==> config.mk <==
export PLATFORM = sky130hd
export DESIGN_NAME = sipo_frame_ctrl_flat
export DESIGN_NICKNAME = d
export VERILOG_FILES = /design/src/rtl/sipo_frame_ctrl_if.sv /design/src/rtl/sipo_frame_ctrl.sv /design/src/flat_wrapper.sv
export SDC_FILE = /design/constraint.sdc
export NUM_CORES = 1
export LEC_CHECK = 0
export CORE_MARGIN = 2
export CORE_UTILIZATION = 50
export CTS_BUF_LIST = sky130_fd_sc_hd__clkbuf_4 sky130_fd_sc_hd__clkbuf_8 sky130_fd_sc_hd__clkbuf_16
export CTS_CLUSTER_DIAMETER = 30
export DETAILED_ROUTE_END_ITERATION = 12
export GPL_TIMING_DRIVEN = 1
export PLACE_DENSITY_LB_ADDON = 0.3
export SYNTH_ARGS = -nofsm -noshare
export SYNTH_HDL_FRONTEND = slang
export SYNTH_SLANG_ARGS = --single-unit
export TNS_END_PERCENT = 30
==> constraint.sdc <==
create_clock -name clk -period 6.3 [get_ports clk]
set_clock_uncertainty 0.05 [all_clocks]
set_input_delay 1.26 -clock clk [delete_from_list [all_inputs] [get_ports clk]]
set_output_delay 1.26 -clock clk [all_outputs]
set_load 0.05 [all_outputs]
### Floorplan with the power grid, run 1

Pins as bars on the die edge.
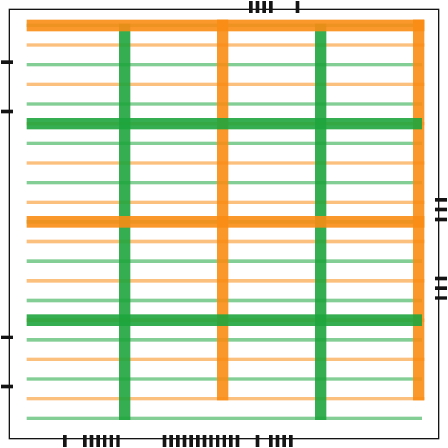
VDD: marked orange. VSS: marked green.
4 straps on met4. 39 signal pins sit on the boundary. The core has 20 rows. 21 met1 rails follow the rows. 4 straps on met5.
CORE AREA: 0.00298 mm2
Die Wd: 59.3 um
Peak VDD IR: 224 uV
floorplan die height: 59.3 um

### Gate-type map, run 1

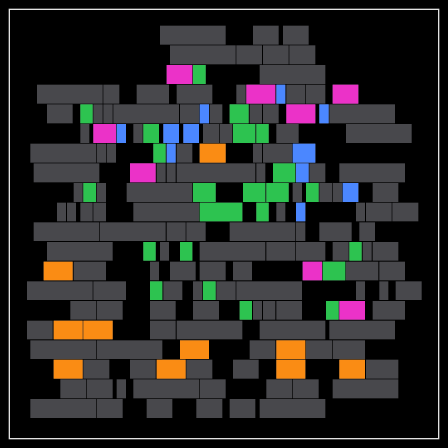
multiplexers: marked orange, cells 10. inverting AOI/OAI gates: marked green, cells 23. AND-OR and OR-AND gates: marked magenta, cells 8. NOR gates: marked blue, cells 11.
share of cell area taken by multi-input logic gates: 0.376
filler-free cell count of the finished design: 213

### Sequential cells coloured by netlist name, run 1

Other sequential cells in the stronger grey, the rest of the logic in the fainter grey.
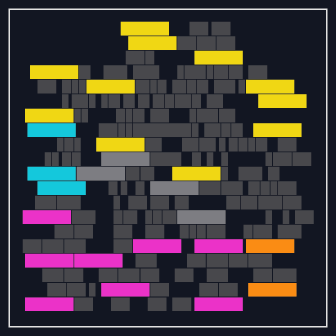
u_core.bus.byte_o: marked magenta, sequential cells 8. u_core.bits_left_reg: marked yellow, sequential cells 11. u_core.bit_cnt_reg: marked cyan, sequential cells 3. u_core.state_reg: marked orange, sequential cells 2.
Another 4 sequential cells are not coloured.
post-layout util: 0.648
power attributed to sequential cells: 294 uW
sequential portion of the cell area: 0.363
area used by sequential logic in the layout: 701 um2

### Placed cells, one colour a class, run 1

Scale bar: 20 um. Fill, decap, tap and diode cells in grey.
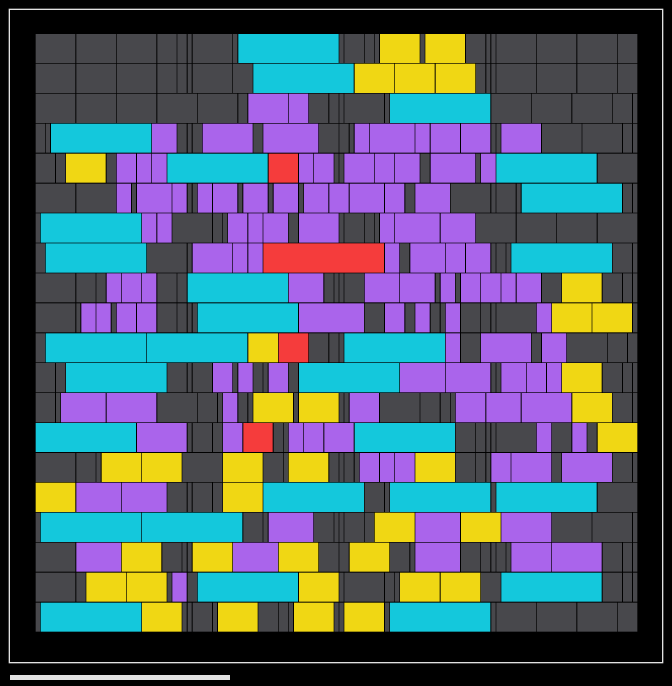
clock drivers and dummy loads: marked red, cells 4, share of their area 2.8%. other buffers and delay cells: marked yellow, cells 37, share of their area 19%. flip-flops: marked cyan, cells 28, share of their area 37%. all other logic: marked purple, cells 111, share of their area 41%.
number of rows in the core area: 20
Final Cell Area: 0.00193 mm2

==> flow_summary.toml, run 1 <==
# flow metrics
[synth]
yosysMostFrequentCell = "sky130_fd_sc_hd__dfrtp_1"
synthTopCellsByCount = "sky130_fd_sc_hd__dfrtp_1, sky130_fd_sc_hd__nand2_1, sky130_fd_sc_hd__inv_1"
synthesis.instances = 145
synthTopCellsByArea = "sky130_fd_sc_hd__dfrtp_1, sky130_fd_sc_hd__ha_1, sky130_fd_sc_hd__mux2_2, sky130_fd_sc_hd__nand2_1, sky130_fd_sc_hd__o21ai_0"
netlist-cell-type-count = 45
synthesis.area_mm2 = 0.00153
flip_flops_with_a_built_in_enable = 0
synthesis.area_per_instance_um2 = 10.5
synthDominantAreaCellType = "sky130_fd_sc_hd__dfrtp_1"
top_area_frac = 0.459

[sta]
final.setup.worst_slack_ps = 1750
fmax_ghz = 0.220
count_of_final_max_slew_check_failures = 0
finalCritPeriodShare = 0.723
rsz0062_at_grt = "false"
fin_tns_setup_ps = 0

[setup_path]
cp_max_fo = 12
critical_path_arrival_ps = 3240
cpPeakStageDelay_ps = 840
path_buffers = 3
worstPathCellList = "clkdlybuf4s50_1 -> and3_2 -> nand2_4 -> inv_2 -> clkdlybuf4s50_1"
crit_top_cell = "sky130_fd_sc_hd__clkdlybuf4s50_1"
cp_slowest_cell = "sky130_fd_sc_hd__clkdlybuf4s50_1"
cp_num_cells = 5
criticalPathCategory = "input pin to output port"
worstPathRequired_ps = 4990

[clock_network]
clk_latency_ps = 330
cts_buffers = 3
clk_root_buffer_cell = "sky130_fd_sc_hd__clkbuf_4"
cts.reportedPaths.clkPinSlew_ps = 150
cts_tree = "built"
postCtsHoldBufs = 0

[drt]
dr.max_layer_used = "met4"
drt_pre_antenna_iters = 5
wirelength_met1_um = 1400
dr_total_vias = 1227
met2RoutedLength_um = 1730
vias_per_cell = 5.76
met3WireLength_um = 102
drt_antenna_net_count = 0

[job]
log.warning_count = 30

[placement]
dp.final_hpwl_um = 2460
buffer_ports.inserted = 36
preCtsSetupSlack_ps = 1760

[run_status]
run_status = "finished, final reports clean"

[worst_hold_path]
worstHoldPathCells = 2

[layout]
layout-drive-gt1-share = 0.161
finalNetCount = 212
mostFrequentLayoutCells = "sky130_fd_sc_hd__clkdlybuf4s50_1, sky130_fd_sc_hd__dfrtp_1, sky130_fd_sc_hd__nand2_1"
flow.area_growth_from_synthesis_pct = 26.4

[global_route]
grt_usage = 0.207
grt_overflow_total = 0

[floorplanning]
pin_count = 39
[run 1: worst register-to-register path: cells and delay by family (launching register included)]
| family | cells | cell delay, ps |
|---|---|---|
| flops | 1 | 430 |
| compound gates | 2 | 570 |
| fa+ha+maj | 1 | 190 |
| buf+inv | 1 | 70 |
| simple gates | 3 | 1110 |
[run 1: logic make-up (layout without fill, tap and decap cells)]
family | after synthesis | count (layout) | share of synthesized area
DFF | 28 | 28 | 0.459
AOI/OAI and AO/OA | 31 | 31 | 0.152
and+or+nand+nor | 51 | 51 | 0.186
muxes | 10 | 10 | 0.0721
buffers and inverters | 17 | 52 | 0.0656
adders and majority gates | 8 | 8 | 0.0656
[run 1: report_power, final]
group / switching, mW / total [mW] / internal [mW]
Combinational: 0.250 / 0.419 / 0.169
Clock: 0.0541 / 0.118 / 0.0644
Sequential: 0.0547 / 0.294 / 0.240
Total: 0.359 / 0.832 / 0.474
[run 1: routing by layer]
layer | vias to the layer above | GRT usage
met5 | - | 0
met4 | 0 | 0.0682
met3 | 4 | 0.0218
met2 | 26 | 0.370
met1 | 607 | 0.258
li1 | 590 | -
[run 1: per-stage QoR]
step / hold slack [ps] / std cells / power [mW]
detailed placement: 434 / 209 / 0.716
global route: 500 / 213 / 0.887
CTS: 467 / 213 / 0.836
finish: 464 / 213 / 0.832
floorplan: 413 / 145 / 0.607
global placement: 420 / 209 / 0.699
[run 1: area by class of cell]
| class | instances | area, um2 |
|---|---|---|
| multi-input cells | 100 | 726 |
| repair buffers | 37 | 368 |
| fillers | 239 | 1050 |
| inverters | 11 | 41.3 |
| flip-flops and latches | 28 | 701 |
| clock buffers | 3 | 22.5 |
| well taps | 33 | 41.3 |
| clock inverters | 1 | 30.0 |
### Clock routing, run 1

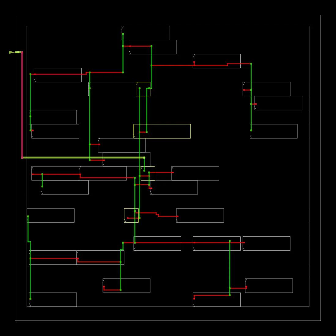

==> inputs of run 2 (changes only) <==
CORE_UTILIZATION = 48   (was 50)
clock period = 4.3 ns   (was 6.3 ns; I/O delays follow)
### Clock routing, run 2

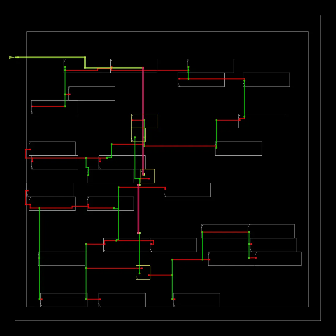
clk_lat worst skew: 330 ps
power drawn by the clock network: 132 uW
Flop Count: 28

### Gate-type map, run 2

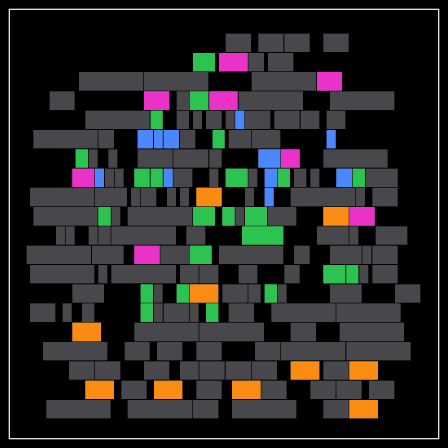
NOR gates: marked blue, cells 11. multiplexers: marked orange, cells 10. AND-OR and OR-AND gates: marked magenta, cells 8. inverting AOI/OAI gates: marked green, cells 23.
share of cell area taken by multi-input logic gates: 0.377
filler-free cell count of the finished design: 224

==> run 2 against run 1 <==
Effect of this change: combinational power up 45%; worst hold slack improved by 8.6 ps; power increased by 41%; critical path depth rose by 2; final cell count is 5.2% higher; routed wire length is 1.7% lower; global-route usage barely moved; register-to-register slack lost 2000 ps; synthesized cell count unchanged; die size is 3.9% higher; clock power up about 10%.
==> flow_summary.toml, run 2 <==
# flow metrics
[job]
log.warning_count = 30
maxCapViolCount = 0

[layout]
layout-drive-gt1-share = 0.161
mostFrequentLayoutCells = "sky130_fd_sc_hd__clkdlybuf4s50_1, sky130_fd_sc_hd__dfrtp_1, sky130_fd_sc_hd__nand2_1"
largest_register_ff_count = 11
finalNetCount = 212
mostFrequentLayoutCell = "sky130_fd_sc_hd__clkdlybuf4s50_1"
final_area_mm2 = 0.00193
insertedDiodeCount = 0
flow.area_growth_from_synthesis_pct = 26.2
number_of_filler_cells_placed_in_the_layout = 260

[setup_path]
r2r_cells = 7
worstPathRequired_ps = 3390
cp_max_fo = 12
crit_path_start_kind = "flip-flop"
rrSetupSlack_ps = 1780
critical_path_arrival_ps = 3070
criticalPathCategory = "flip-flop to output port"

[run_status]
run_status = "finished, final reports clean"

[synth]
synth_flops = 28
synthDominantAreaCellType = "sky130_fd_sc_hd__dfrtp_1"
synthesis.instances = 145
ys_chip_area_mm2 = 0.00153
netlist-cell-type-count = 45
commonest_register_cell_after_synthesis = "sky130_fd_sc_hd__dfrtp_1"
yosys_warnings = 0
top_area_frac = 0.459
yosysMostFrequentCell = "sky130_fd_sc_hd__dfrtp_1"
ys_async_sr_fraction = 1.00
synthTopCellsByArea = "sky130_fd_sc_hd__dfrtp_1, sky130_fd_sc_hd__ha_1, sky130_fd_sc_hd__mux2_2, sky130_fd_sc_hd__nand2_1, sky130_fd_sc_hd__o21ai_0"
synthesis.area_per_instance_um2 = 10.5
flip_flops_with_a_built_in_enable = 0
synthTopCellsByCount = "sky130_fd_sc_hd__dfrtp_1, sky130_fd_sc_hd__nand2_1, sky130_fd_sc_hd__inv_1"
synthesis.area_mm2 = 0.00153

[floorplanning]
core_mm2 = 0.00303
rows = 20
pin_count = 39
initial_core_util = 0.504

[drt]
drt_pre_antenna_iters = 4
drt_drc = 0
drt_antenna_net_count = 0
totalWireLength_um = 3200
vias_per_cell = 5.32
dr_total_vias = 1191
wire_per_inst_um = 14.3

[placement]
dp.final_hpwl_um = 2430
dpl_cell_area_mm2 = 0.00189
buffer_ports.inserted = 36

[sta]
finalCritPeriodShare = 0.926
tightestPinTransition_ps = 1040
count_of_final_max_slew_check_failures = 0
report.final.setup_viol = 0
final.min_clock_period_ps = 3980
slew_headroom = 0.308
fin_tns_setup_ps = 0
rsz0062_at_grt = "false"
fmax_ghz = 0.251

[global_route]
pin_count_of_the_biggest_net_entering_global_routing = 29
grt_overflow_total = 0
grt_usage = 0.207

[clock_network]
clock_tree.buffer_depth = 2
postCtsHoldBufs = 0
cts_max_level = 1
cts.sink_count = 28
cts_setup_buffers = 0
cts_tree = "built"
cts_buffers = 3
resized_gates_after_cts = 0
cts.reportedPaths.clkPinSlew_ps = 160
clk_root_buffer_cell = "sky130_fd_sc_hd__clkbuf_4"

[worst_hold_path]
worstHoldPathCells = 1
hold_class = "flip-flop to flip-flop"

[power_and_ir_drop]
tot_pwr_mw = 1.17
### Floorplan with the power grid, run 2

Pins as bars on the die edge.
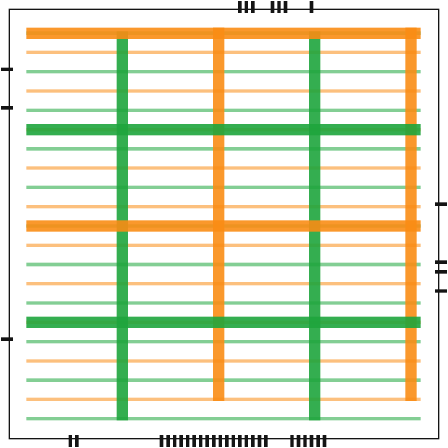
VSS: marked green. VDD: marked orange.
21 met1 rails follow the rows. 39 signal pins sit on the boundary.
Peak VDD IR: 296 uV
Die Wd: 60.4 um

run 2: metrics by stage:
stage	cells	setup slack (ps)	util	hold slack (ps)
finish	224	320	0.636	472
global route	224	169	0.636	494
CTS	224	315	0.636	476
detailed placement	220	550	0.624	445
global placement	220	575	0.624	420
floorplan	145	1420	-	413
run 2: per-layer routing:
metal | share of wire | GRT usage
met1 | 0.49 | 0.296
met2 | 0.48 | 0.321
met3 | 0.021 | 0.0213
met4 | 0.015 | 0.0889
met5 | 0 | 0
run 2: logic make-up (layout without fill, tap and decap cells):
kind of cell	after synthesis	after routing	synth area share
multiplexers	10	10	0.0721
AND/OR/NAND/NOR	51	51	0.186
adder cells (fa/ha/maj)	8	8	0.0656
AND-OR/OR-AND	31	31	0.152
buffers and inverters	17	52	0.0656
flip-flops	28	28	0.459
run 2: critical path, stage by stage, from the launching register on:
cell and delay, ps:
sky130_fd_sc_hd__dfrtp_1 430, sky130_fd_sc_hd__inv_1 60, sky130_fd_sc_hd__ha_1 190, sky130_fd_sc_hd__or4b_4 520, sky130_fd_sc_hd__or4_4 510, sky130_fd_sc_hd__nand2_4 170, sky130_fd_sc_hd__inv_2 130, sky130_fd_sc_hd__clkdlybuf4s50_1 720
run 2: area by class of cell:
cell class	instances	area [um2]	share of cell area
Timing Repair Buffer	37	368	0.191
Sequential cell	28	701	0.364
Tap cell	44	55.1	0.0286
Clock buffer	4	36.3	0.0188
Multi-Input combinational cell	100	726	0.377
Inverter	11	41.3	0.0214
run 2: power breakdown:
group / internal [mW] / switching [mW] / total [mW] / leakage (nW)
combinational: 0.247 / 0.362 / 0.609 / 0.461
sequential: 0.351 / 0.0789 / 0.430 / 0.339
clock: 0.0518 / 0.0806 / 0.132 / 0.0210
total: 0.650 / 0.522 / 1.17 / 0.821
Power figures rest on the tool's default switching activity, not on a simulated workload.
